run_1/final_placement.png
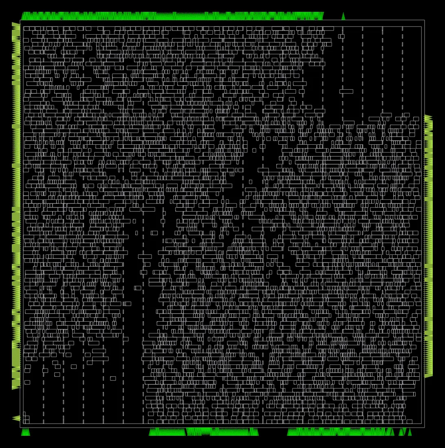
run_1/wire_density.png
Scale: 1.5 px per um. 28 x 28 tiles, from dark purple (low) to yellow (high), scaled to the fullest tile. Values are wire area over tile area, all layers added.
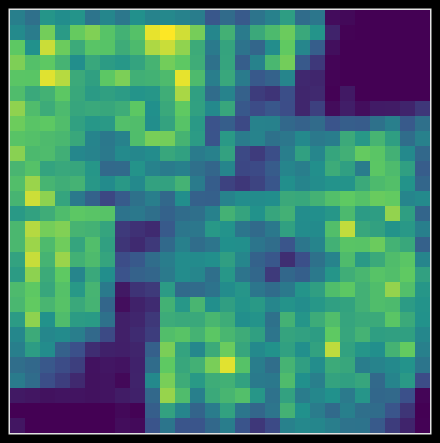
run_1/zoom.png
Region (115, 172) to (165, 222) um. Cells in grey, sequential cells in the stronger grey; small squares are vias.
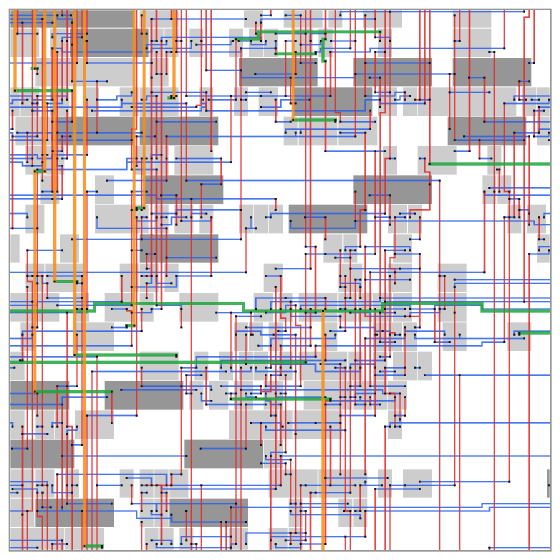
--- src/rtl/cacheline_adapter.sv ---
// cacheline_adapter: bridges a 256-bit cache line port to a 4-beat 64-bit memory burst interface.
// Optional feature macro CACHELINE_ADAPTER_BYPASS_EN: completes a fill combinationally on the 4th read beat.
module cacheline_adapter #(
   parameter int S_BEATS = 4
) (
   input  logic                    clk,
   input  logic                    rst,
   input  logic [64*S_BEATS-1:0]   line_i,
   output logic [64*S_BEATS-1:0]   line_o,
   input  logic [31:0]             address_i,
   input  logic                    read_i,
   input  logic                    write_i,
   output logic                    resp_o,
   input  logic [63:0]             burst_i,
   output logic [63:0]             burst_o,
   output logic [31:0]             address_o,
   output logic                    read_o,
   output logic                    write_o,
   input  logic                    resp_i
);
   typedef enum logic [1:0] {IDLE, READ, WRITE, DONE} state_t;
   state_t                  state;
   logic [1:0]              cnt;
   logic [64*S_BEATS-1:0]   buffer;
   logic [64*S_BEATS-1:0]   line_r;
   logic                    resp_r;
   // Burst sequencing with all memory-side outputs registered alongside the state
   always_ff @(posedge clk) begin
      if (rst) begin
         state     <= IDLE;
         cnt       <= '0;
         buffer    <= '0;
         line_r    <= '0;
         resp_r    <= 1'b0;
         read_o    <= 1'b0;
         write_o   <= 1'b0;
         address_o <= '0;
         burst_o   <= '0;
      end else begin
         case (state)
            IDLE: begin
               if (write_i || read_i) begin
                  state     <= write_i ? WRITE : READ;
                  write_o   <= write_i;
                  read_o    <= !write_i;
                  address_o <= {address_i[31:5], 5'b0};
                  buffer    <= line_i;
                  burst_o   <= write_i ? line_i[63:0] : '0;
                  cnt       <= '0;
               end
            end
            READ: begin
               if (resp_i) begin
                  line_r[{cnt, 6'b0} +: 64] <= burst_i;
                  cnt <= cnt + 2'd1;
                  if (cnt == 2'd3) begin
                     read_o    <= 1'b0;
                     address_o <= '0;
`ifdef CACHELINE_ADAPTER_BYPASS_EN
                     state     <= IDLE;
`else
                     state     <= DONE;
                     resp_r    <= 1'b1;
`endif
                  end
               end
            end
            WRITE: begin
               if (resp_i) begin
                  cnt     <= cnt + 2'd1;
                  burst_o <= buffer[{cnt + 2'd1, 6'b0} +: 64];
                  if (cnt == 2'd3) begin
                     state     <= DONE;
                     resp_r    <= 1'b1;
                     write_o   <= 1'b0;
                     address_o <= '0;
                     burst_o   <= '0;
                  end
               end
            end
            DONE: begin
               resp_r <= 1'b0;
               state  <= IDLE;
            end
         endcase
      end
   end
`ifdef CACHELINE_ADAPTER_BYPASS_EN
   logic last_beat;
   // Final read beat is forwarded straight to the cache together with the completion pulse
   always_comb begin
      last_beat = (state == READ) && resp_i && (cnt == 2'd3);
      resp_o    = resp_r | last_beat;
      line_o    = last_beat ? {burst_i, line_r[191:0]} : line_r;
   end
`else
   // Completion and fill line come straight from registers
   always_comb begin
      resp_o = resp_r;
      line_o = line_r;
   end
`endif
endmodule

--- config.mk ---
export PLATFORM = sky130hd
export DESIGN_NAME = cacheline_adapter
export DESIGN_NICKNAME = d
export VERILOG_FILES = /design/src/rtl/cacheline_adapter.sv
export SDC_FILE = /design/constraint.sdc
export NUM_CORES = 1
export LEC_CHECK = 0
export ABC_AREA = 1
export CAP_MARGIN = 20
export CORE_AREA = 2 2 278 280
export CTS_CLUSTER_SIZE = 8
export DETAILED_ROUTE_END_ITERATION = 12
export DIE_AREA = 0 0 280 282
export GPL_TIMING_DRIVEN = 0
export HOLD_SLACK_MARGIN = 0.15
export MAX_ROUTING_LAYER = met4
export SYNTH_ARGS = -nofsm -noshare
export SYNTH_HDL_FRONTEND = slang
export SYNTH_SLANG_ARGS = --single-unit
--- constraint.sdc ---
create_clock -name clk -period 2.37 [get_ports clk]
set_input_delay 0.3555 -clock clk [delete_from_list [all_inputs] [get_ports clk]]
set_output_delay 0.3555 -clock clk [all_outputs]
set_load 0.02 [all_outputs]
==> run summary, run 1 <==
impl run done, here's what came out: status finished, final reports clean, logic share of the area 0.296, number of cell instances after yosys synthesis 3711, post-detailed-route DRC marker count 0, Port Buffers 699, Area after DPL 0.0342 sq mm, fin area 0.0368 sq mm, Area Growth Syn to Fin 42.1%, Post-synth EDFFs 0, root buf cell sky130_fd_sc_hd__clkbuf_16, CTS Buf Count 86, Setup crit end kind flop, Multi-input gate area 0.0109 sq mm, post-synthesis share of cell area spent on xor and xnor gates 0, Crit Path Class reg2reg, startpoint of the worst register-to-register path cnt[0], largest clock skew in the final design 0.0242 ns, Synth flops 610, count of maximum capacitance violations 0, Post-synth mux share 0, number of DRC violations after detailed-routing iteration 0 2117, Worst-Margin Slew 0.789 ns, unique cell type count in the Yosys netlist 21, start point of the worst hold path address_i[22], largest fanout on the critical path 21, Ys Warns 0, ratio of total power to cell area 1160 mW/mm^2, First-pass DRT Iterations 5, Synth Area in Adders 0.00579, number of standard cells in the layout, taps in and fillers out 5541, share of cells above drive strength 1 0.0719, Non-CTS buffers 1012, Final Max Tran Viols 0, Clock-cell share 0.0621, leftover overflow at the end of global routing 0, commonest cells in the netlist 960 x sky130_fd_sc_hd__nand2_1, 610 x sky130_fd_sc_hd__dfxtp_1, 609 x sky130_fd_sc_hd__a21oi_1, 386 x sky130_fd_sc_hd__inv_1, 378 x sky130_fd_sc_hd__o21ai_0, top cell class by occupied area registers, endpoints failing setup 0, initial antenna violation count 41, routed wire length 124000 um, final net count 4882, synthesized area 0.0259 sq mm, tool warnings 41, maximum buffer depth of the clock tree 3, Worst-path clk slew 0.05 ns, HPWL after detailed placement 95000 um, leakage power of the design 15.2 nW, count of placed standard cells including taps 5392, first-pass GRT wire length 176000 um, GPL Wtd Cong 0.952, number of clock buffers in the layout 88, beginning of the critical path cnt[0], Req. time, crit path 2.92 ns, largest area contributor in the netlist sky130_fd_sc_hd__dfxtp_1, Non-CTS inverters 390, Non-clock buffering overhead 0.234, fraction of synthesized cell area taken by the top area cell type 0.471, Filler Cells Inserted 7768, Max-Slew Margin vs Limit 0.474, endpoint of the lowest-slack register-to-register path burst_o[45]
About final_placement.png:
Core Footprint: 0.0757 sq mm
row count: 101
number of well taps: 978
sequential cell count: 610

About wire_density.png:
nearly empty tiles = 6.9%
densest ninth of the die = top left
tiles over half the peak = 47%
average wire per cell in the routed design: 22.4 um
via total after detailed routing: 28000
global-route total usage across every layer: 0.310

About zoom.png:
met2 -> red
met3 -> green
met1 -> blue
met4 -> orange
netlist names of flops here include = line_o (13), burst_o (2)
sequential cells in the window = 20
most frequent = nand2_1 (50), dfxtp_1 (20)
cells with their middle in the window = 176

## run 1: registers in the layout, indices dropped and copies added, names as in the netlist
name and cells:
buffer 256, address_o 27, burst_o 64, cnt 2, line_o 256, state 2, write_o 1, resp_o 1
read_o 1
## run 1: timing repair
action | 4_1_cts | 5_1_grt
hold buffers | 0 | 0
gates resized | 43 | 16
pin swaps | 5 | 0
setup buffers | 12 | 0
endpoints found under the setup margin | 503 | 219
## run 1: worst max path at each step
stage / endpoint / slack [ns] / cells after the start
after floorplan: line_o[157] / 0.27 / 10
after global placement: line_o[159] / -0.98 / 10
after detailed placement: line_o[175] / -1.05 / 10
after CTS: line_o[17] / 0.009 / 10
after global routing: line_o[59] / -0.03 / 10
final: burst_o[45] / 0.07 / 10
## run 1: logic make-up after synthesis
| kind of cell | Yosys count |
|---|---|
| adders and majority gates | 12 |
| other | 1 |
| and+or+nand+nor | 1408 |
| buffers and inverters | 692 |
| AOI/OAI and AO/OA | 988 |
| DFF | 610 |
## run 1: routing by layer
layer / share of wire / GRT usage
met5: 0 / -
met4: 0.044 / 0.141
met3: 0.093 / 0.104
met2: 0.47 / 0.505
met1: 0.39 / 0.345
## run 1: cells in the final DEF, fill, tap and decap left out, types with 2 or more instances in the layout
master	n
sky130_fd_sc_hd__a21oi_1	609
sky130_fd_sc_hd__buf_1	5
sky130_fd_sc_hd__buf_12	6
sky130_fd_sc_hd__buf_2	154
sky130_fd_sc_hd__buf_4	29
sky130_fd_sc_hd__clkbuf_1	97
sky130_fd_sc_hd__clkbuf_16	86
sky130_fd_sc_hd__clkbuf_2	13
sky130_fd_sc_hd__clkbuf_4	9
sky130_fd_sc_hd__clkdlybuf4s50_1	699
sky130_fd_sc_hd__clkinv_8	2
sky130_fd_sc_hd__conb_1	5
sky130_fd_sc_hd__dfxtp_1	610
sky130_fd_sc_hd__diode_2	43
sky130_fd_sc_hd__ha_1	11
sky130_fd_sc_hd__inv_1	385
sky130_fd_sc_hd__inv_2	3
sky130_fd_sc_hd__inv_6	2
sky130_fd_sc_hd__nand2_1	960
sky130_fd_sc_hd__nand3_1	250
sky130_fd_sc_hd__nand4_1	40
sky130_fd_sc_hd__nor2_1	146
sky130_fd_sc_hd__nor2_2	2
sky130_fd_sc_hd__nor2_4	7
sky130_fd_sc_hd__o21ai_0	375
sky130_fd_sc_hd__o21ai_1	3
## run 1: worst max-delay path, cell delays in order (launching register included)
cell,delay [ns]
sky130_fd_sc_hd__dfxtp_1,0.40
sky130_fd_sc_hd__buf_6,0.18
sky130_fd_sc_hd__inv_4,0.09
sky130_fd_sc_hd__buf_12,0.18
sky130_fd_sc_hd__ha_4,0.34
sky130_fd_sc_hd__buf_4,0.27
sky130_fd_sc_hd__clkbuf_4,0.28
sky130_fd_sc_hd__nand3_1,0.14
sky130_fd_sc_hd__nand2_1,0.11
sky130_fd_sc_hd__nand2_1,0.05
sky130_fd_sc_hd__a21oi_1,0.14
## run 1: where the power goes
group          internal [mW]  total (mW)  switching (mW)
logic                   5.98        17.6            11.6
clock network           6.52        11.2            4.72
registers               12.8        13.8           0.984
==> run 1 -> run 2 <==
--- a/config.mk
+++ b/config.mk
@@ -17,3 +17,4 @@
 export SYNTH_ARGS = -nofsm -noshare
 export SYNTH_HDL_FRONTEND = slang
 export SYNTH_SLANG_ARGS = --single-unit
+export TNS_END_PERCENT = 10
==> constraint.sdc (replaced) <==
create_clock -name clk -period 2.4 [get_ports clk]
set_input_delay 0.36 -clock clk [delete_from_list [all_inputs] [get_ports clk]]
set_output_delay 0.36 -clock clk [all_outputs]
set_load 0.02 [all_outputs]
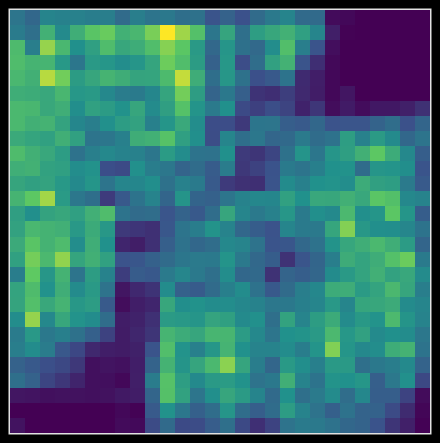
run_2/wire_density.png
Scale: 1.5 px per um. 28 x 28 tiles, from dark purple (low) to yellow (high), scaled to the fullest tile. Values are wire area over tile area, all layers added.
mean over tiles = 0.26
emptiest ninth of the die = top right
densest ninth of the die = top left
global-route total usage across every layer: 0.311
average wire per cell in the routed design: 22.5 um
via total after detailed routing: 28100
routed wire length: 124000 um

==> run summary, run 2 <==
impl run done, here's what came out: unique cell type count in the Yosys netlist 21, leakage power of the design 15.2 nW, Worst-path clk slew 0.05 ns, Post-synth EDFFs 0, Setup crit end burst_o[45], GPL Wtd Cong 0.952, largest clock skew in the final design 0.0239 ns, final net count 4881, share of cells above drive strength 1 0.0715, fraction of synthesized cell area taken by the top area cell type 0.471, CTS Hold Buffers Added 0, most frequent standard cell in the layout excluding fill and tap cells sky130_fd_sc_hd__nand2_1, CP Launch Type flop, leftover overflow at the end of global routing 0, switching share of total power 0.405, metal1 wirelength 48300 um, largest fanout on the critical path 11, fin area 0.0369 sq mm, Req. time, crit path 2.95 ns, Synth flops 610, tool warnings 41, Port Buffers 699, number of DRC violations after detailed-routing iteration 0 2059, CP Data Arrival Time 2.86 ns, Ys Warns 0, endpoints failing hold 0, root buf cell sky130_fd_sc_hd__clkbuf_16, commonest cells in the netlist 960 x sky130_fd_sc_hd__nand2_1, 610 x sky130_fd_sc_hd__dfxtp_1, 609 x sky130_fd_sc_hd__a21oi_1, 386 x sky130_fd_sc_hd__inv_1, 378 x sky130_fd_sc_hd__o21ai_0, ratio of total power to cell area 1140 mW/mm^2, row count 101, synthesized area 0.0259 sq mm, Crit Path Class reg2reg, status finished, final reports clean, most frequent cells in the layout 960 x sky130_fd_sc_hd__nand2_1, 699 x sky130_fd_sc_hd__clkdlybuf4s50_1, 610 x sky130_fd_sc_hd__dfxtp_1, path class of the lowest-slack min-delay path in2reg, power spent charging and discharging nets 17.0 mW, first-pass GRT wire length 176000 um, Max-Slew Margin vs Limit 0.454, initial antenna violation count 42, maximum buffer depth of the clock tree 3, clk sinks 610, Final Max Tran Viols 0, Worst-Margin Slew 0.819 ns, count of cells along the worst register-to-register path 10, beginning of the critical path cnt[0], sum of met2 wire segment lengths after detailed routing 58900 um, count of maximum capacitance violations 0, CTS Buf Count 86, largest area contributor in the netlist sky130_fd_sc_hd__dfxtp_1, First-pass DRT Iterations 5, Core Footprint 0.0757 sq mm, endpoint of the lowest-slack register-to-register path burst_o[45], highest routing layer actually used met4, start point of the worst hold path address_i[22], Area after DPL 0.0342 sq mm, share of power burned in combinational logic 0.412, routed wl met3 11500 um, endpoints failing setup 0, sequential fraction of design power 0.324, HPWL after detailed placement 95000 um, Area Growth Syn to Fin 42.2%, part of the power in the clock network 0.263
-- run 2: worst max-delay path: stages (launching register included) --
cell                       delay (ns)
sky130_fd_sc_hd__dfxtp_1         0.40
sky130_fd_sc_hd__buf_6           0.18
sky130_fd_sc_hd__inv_4           0.11
sky130_fd_sc_hd__buf_12          0.18
sky130_fd_sc_hd__ha_2            0.41
sky130_fd_sc_hd__buf_6           0.23
sky130_fd_sc_hd__clkbuf_4        0.26
sky130_fd_sc_hd__nand3_1         0.14
sky130_fd_sc_hd__nand2_1         0.11
sky130_fd_sc_hd__nand2_1         0.05
sky130_fd_sc_hd__a21oi_1         0.13
-- run 2: stage by stage --
step / power (mW) / setup TNS (ns) / utilization / std cells / hold WS, ns
global route: 44.4 / 0 / 0.487 / 5539 / 0.307
floorplan: 23.8 / 0 / - / 3715 / 0.429
finish: 42.1 / 0 / 0.487 / 5541 / 0.320
detailed placement: 30.6 / -259.66 / 0.451 / 5392 / 0.443
global placement: 30.5 / -233.11 / 0.451 / 5392 / 0.438
CTS: 42.0 / 0 / 0.485 / 5496 / 0.294
-- run 2: per-layer routing --
metal	GRT usage	up-vias
li1	-	13500
met1	0.346	13200
met3	0.104	247
met5	-	-
met4	0.142	0
met2	0.505	1092
-- run 2: what timing repair did --
action,4_1_cts,5_1_grt
setup endpoints to repair,480,222
hold endpoints to repair,0,0
pin swaps,4,1
cloned,1,0
setup buffers,9,1
resized,37,31
-- run 2: final cells by class --
type,instances,area (sq um)
Buffer,301,1500
Fill cell,7772,38800
Inverter,390,1470
Clock buffer,88,2160
Tap cell,978,1220
Sequential cell,610,12200
Antenna cell,44,110
Clock inverter,7,130
Timing Repair Buffer,710,7170
Multi-Input combinational cell,2413,10900
-- run 2: worst min path at each step --
stage | slack [ns] | cells after the start | endpoint
6_report | 0.32 | 3 | address_o[22]
5_1_grt | 0.31 | 3 | address_o[24]
4_1_cts | 0.29 | 3 | address_o[22]
3_5_place_dp | 0.44 | 2 | buffer[53]
3_3_place_gp | 0.44 | 2 | buffer[98]
2_1_floorplan | 0.43 | 2 | buffer[255]
-- run 2: kinds of logic after synthesis --
family                   count (synthesis)  synth area share
AND-OR/OR-AND                          988             0.191
buffers and inverters                  692             0.110
adder cells (fa/ha/maj)                 12           0.00579
flip-flops                             610             0.471
AND/OR/NAND/NOR                       1408             0.221
other                                    1          0.000145
-- run 2: power by group through the flow --
stage               clock network [mW]  logic (mW)  registers, mW
global route                      11.6        19.0           13.9
detailed placement                   0        16.8           13.8
global placement                     0        16.7           13.8
finish                            11.1        17.3           13.6
floorplan                            0        9.22           14.6
CTS                               11.2        17.1           13.6
==> run 2 -> run 3 <==
--- a/config.mk
+++ b/config.mk
@@ -7,13 +7,17 @@
 export LEC_CHECK = 0
 export ABC_AREA = 1
 export CAP_MARGIN = 20
-export CORE_AREA = 2 2 278 280
+export CELL_PAD_IN_SITES_DETAIL_PLACEMENT = 1
+export CELL_PAD_IN_SITES_GLOBAL_PLACEMENT = 1
+export CORE_MARGIN = 1
+export CORE_UTILIZATION = 34
+export CTS_CLUSTER_DIAMETER = 50
 export CTS_CLUSTER_SIZE = 8
 export DETAILED_ROUTE_END_ITERATION = 12
-export DIE_AREA = 0 0 280 282
 export GPL_TIMING_DRIVEN = 0
 export HOLD_SLACK_MARGIN = 0.15
 export MAX_ROUTING_LAYER = met4
+export PLACE_DENSITY_LB_ADDON = 0.1
 export SYNTH_ARGS = -nofsm -noshare
 export SYNTH_HDL_FRONTEND = slang
 export SYNTH_SLANG_ARGS = --single-unit
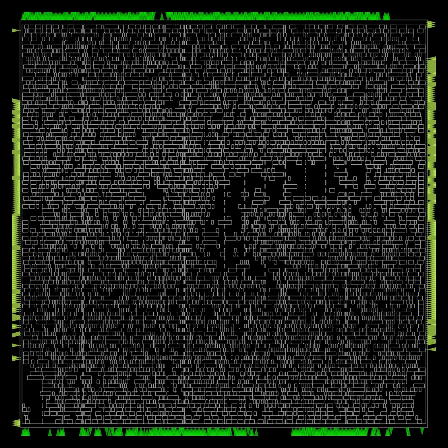
run_3/final_placement.png
Core Footprint: 0.0749 sq mm
number of standard cells in the layout, taps in and fillers out: 5567
core occupancy in the finished layout: 0.501
Filler Cells Inserted: 9416

==> run summary, run 3 <==
impl run done, here's what came out: status finished, final reports clean, number of global-route vias before repair 28300, initial antenna violation count 20, Final Cycle Share 0.965, HPWL after detailed placement 93100 um, total die area 0.0774 sq mm, summed standard-cell area reported by yosys 0.0259 sq mm, Area after DPL 0.0341 sq mm, Final Max Tran Viols 0, fraction of synthesized cell area taken by the top area cell type 0.471, most frequent cells in the layout 960 x sky130_fd_sc_hd__nand2_1, 699 x sky130_fd_sc_hd__clkdlybuf4s50_1, 609 x sky130_fd_sc_hd__a21oi_1, 609 x sky130_fd_sc_hd__dfxtp_1, 384 x sky130_fd_sc_hd__inv_1, number of cell instances after yosys synthesis 3711, routed wire length 122000 um, largest area contributor in the netlist sky130_fd_sc_hd__dfxtp_1, path class of the lowest-slack min-delay path in2reg, Synth Area in Adders 0.00579, most repeated cell in the gate-level netlist after synthesis sky130_fd_sc_hd__nand2_1, fin area 0.0376 sq mm, peak clock frequency supported by timing 0.432 GHz, CP Launch Type flop, worst hold stages 3, post-detailed-route DRC marker count 0, root buf cell sky130_fd_sc_hd__clkbuf_16, clk sinks 610, Top non-seq family simple AND/OR/NAND/NOR gates, Max-Slew Margin vs Limit 0.398, Area Growth Syn to Fin 44.9%, yosys aoi share 0.191, Worst-path clk slew 0.05 ns, Synth flops 610, commonest cells in the netlist 960 x sky130_fd_sc_hd__nand2_1, 610 x sky130_fd_sc_hd__dfxtp_1, 609 x sky130_fd_sc_hd__a21oi_1, 386 x sky130_fd_sc_hd__inv_1, 378 x sky130_fd_sc_hd__o21ai_0, count of cells along the worst register-to-register path 9, endpoints failing setup 0, clock latency on the worst-skew pair 0.65 ns, Setup crit end kind flop, Ys Warns 0, synthesized area 0.0259 sq mm, Crit Path Class reg2reg, CTS tree done, Overall Power 44.5 mW, global-route total usage across every layer 0.313, row count 100, CP Data Arrival Time 2.89 ns, final net count 4895, ratio of total power to cell area 1190 mW/mm^2, Post-synth mux share 0, GPL Wtd Cong 0.880, endpoints failing hold 0, via total after detailed routing 28200, average cell area after synthesis 6.99 sq um, via count normalized by instance count 5.07, largest clock skew in the final design 0.0192 ns, count of maximum capacitance violations 0, leftover overflow at the end of global routing 0, leakage power of the design 15.6 nW, maximum buffer depth of the clock tree 3, most frequent standard cell in the layout excluding fill and tap cells sky130_fd_sc_hd__nand2_1, tool warnings 43, Port Buffers 699, post-synthesis share of cell area spent on xor and xnor gates 0, Synth Instances 3711, RSZ-0062 raised after global routing true, CTS Buf Count 97, average wire per cell in the routed design 21.9 um, Worst-Margin Slew 0.903 ns, Post-synth EDFFs 0, number of DRC violations after detailed-routing iteration 0 1608, share of cells above drive strength 1 0.0826, final-layout setup total negative slack 0 ns, unique cell type count in the Yosys netlist 21, CTS Hold Buffers Added 0, largest fanout on the critical path 12, Req. time, crit path 2.97 ns, First-pass DRT Iterations 5, Post-Synth Simple-Gate Area 0.221, first-pass GRT wire length 177000 um
==> run 3: final cells by class <==
class                           count  area [sq um]  share of cell area
Sequential cell                   610         12200               0.325
Antenna cell                       24          60.1             0.00160
Clock buffer                      126          2680              0.0713
Multi-Input combinational cell   2413         10900               0.291
Tap cell                          969          1210              0.0323
Inverter                          390          1470              0.0392
Timing Repair Buffer              712          7160               0.191
Clock inverter                     21           280             0.00746
Buffer                            302          1560              0.0416
==> run 3: worst paths after layout <==
path / from / end / slack (ns)
setup reg to reg: cnt[0] / line_o[178] / 0.08
hold / removal: address_i[28] / address_o[28] / 0.31
hold reg to reg: buffer[215] / buffer[215] / 0.45
setup / recovery: cnt[0] / line_o[178] / 0.08
==> run 3: stage by stage <==
stage               instances  hold slack [ns]
global placement         5383            0.439
floorplan                3715            0.429
CTS                      5542            0.285
finish                   5567            0.315
detailed placement       5383            0.446
global route             5563            0.305
==> run 3: timing repair <==
action,CTS,global route
setup buffers,12,1
gates resized,66,36
endpoints found under the setup margin,501,294
endpoints found under the hold margin,0,0
pin swaps,3,1
==> run 3: logic make-up (layout without fill, tap and decap cells) <==
logic type / after synthesis / in the layout
and+or+nand+nor: 1408 / 1408
AOI/OAI and AO/OA: 988 / 988
buffers and inverters: 692 / 1551
DFF: 610 / 610
adders and majority gates: 12 / 12
other: 1 / 29
==> run 3: power by group <==
part | total, mW | switching, mW | internal (mW)
sequential | 13.6 | 0.975 | 12.7
clock | 13.3 | 5.02 | 8.25
combinational | 17.6 | 11.7 | 5.96
total | 44.5 | 17.7 | 26.9
==> run 3: critical path: stages (launching register included) <==
cell	delay [ns]
sky130_fd_sc_hd__dfxtp_2	0.37
sky130_fd_sc_hd__buf_6	0.17
sky130_fd_sc_hd__inv_6	0.08
sky130_fd_sc_hd__buf_8	0.16
sky130_fd_sc_hd__buf_8	0.17
sky130_fd_sc_hd__ha_4	0.19
sky130_fd_sc_hd__nor2_4	0.36
sky130_fd_sc_hd__clkbuf_1	0.43
sky130_fd_sc_hd__nand3_1	0.14
sky130_fd_sc_hd__a21oi_1	0.18
==> run 3: routing by layer <==
metal	vias up	share of wire	wire, um	GRT usage
met5	-	0	0	-
met4	0	0.038	4620	0.127
met3	213	0.053	6440	0.0560
met2	771	0.47	57800	0.504
met1	13700	0.44	53300	0.386
li1	13600	-	-	-
Power figures rest on the tool's default switching activity, not on a simulated workload.
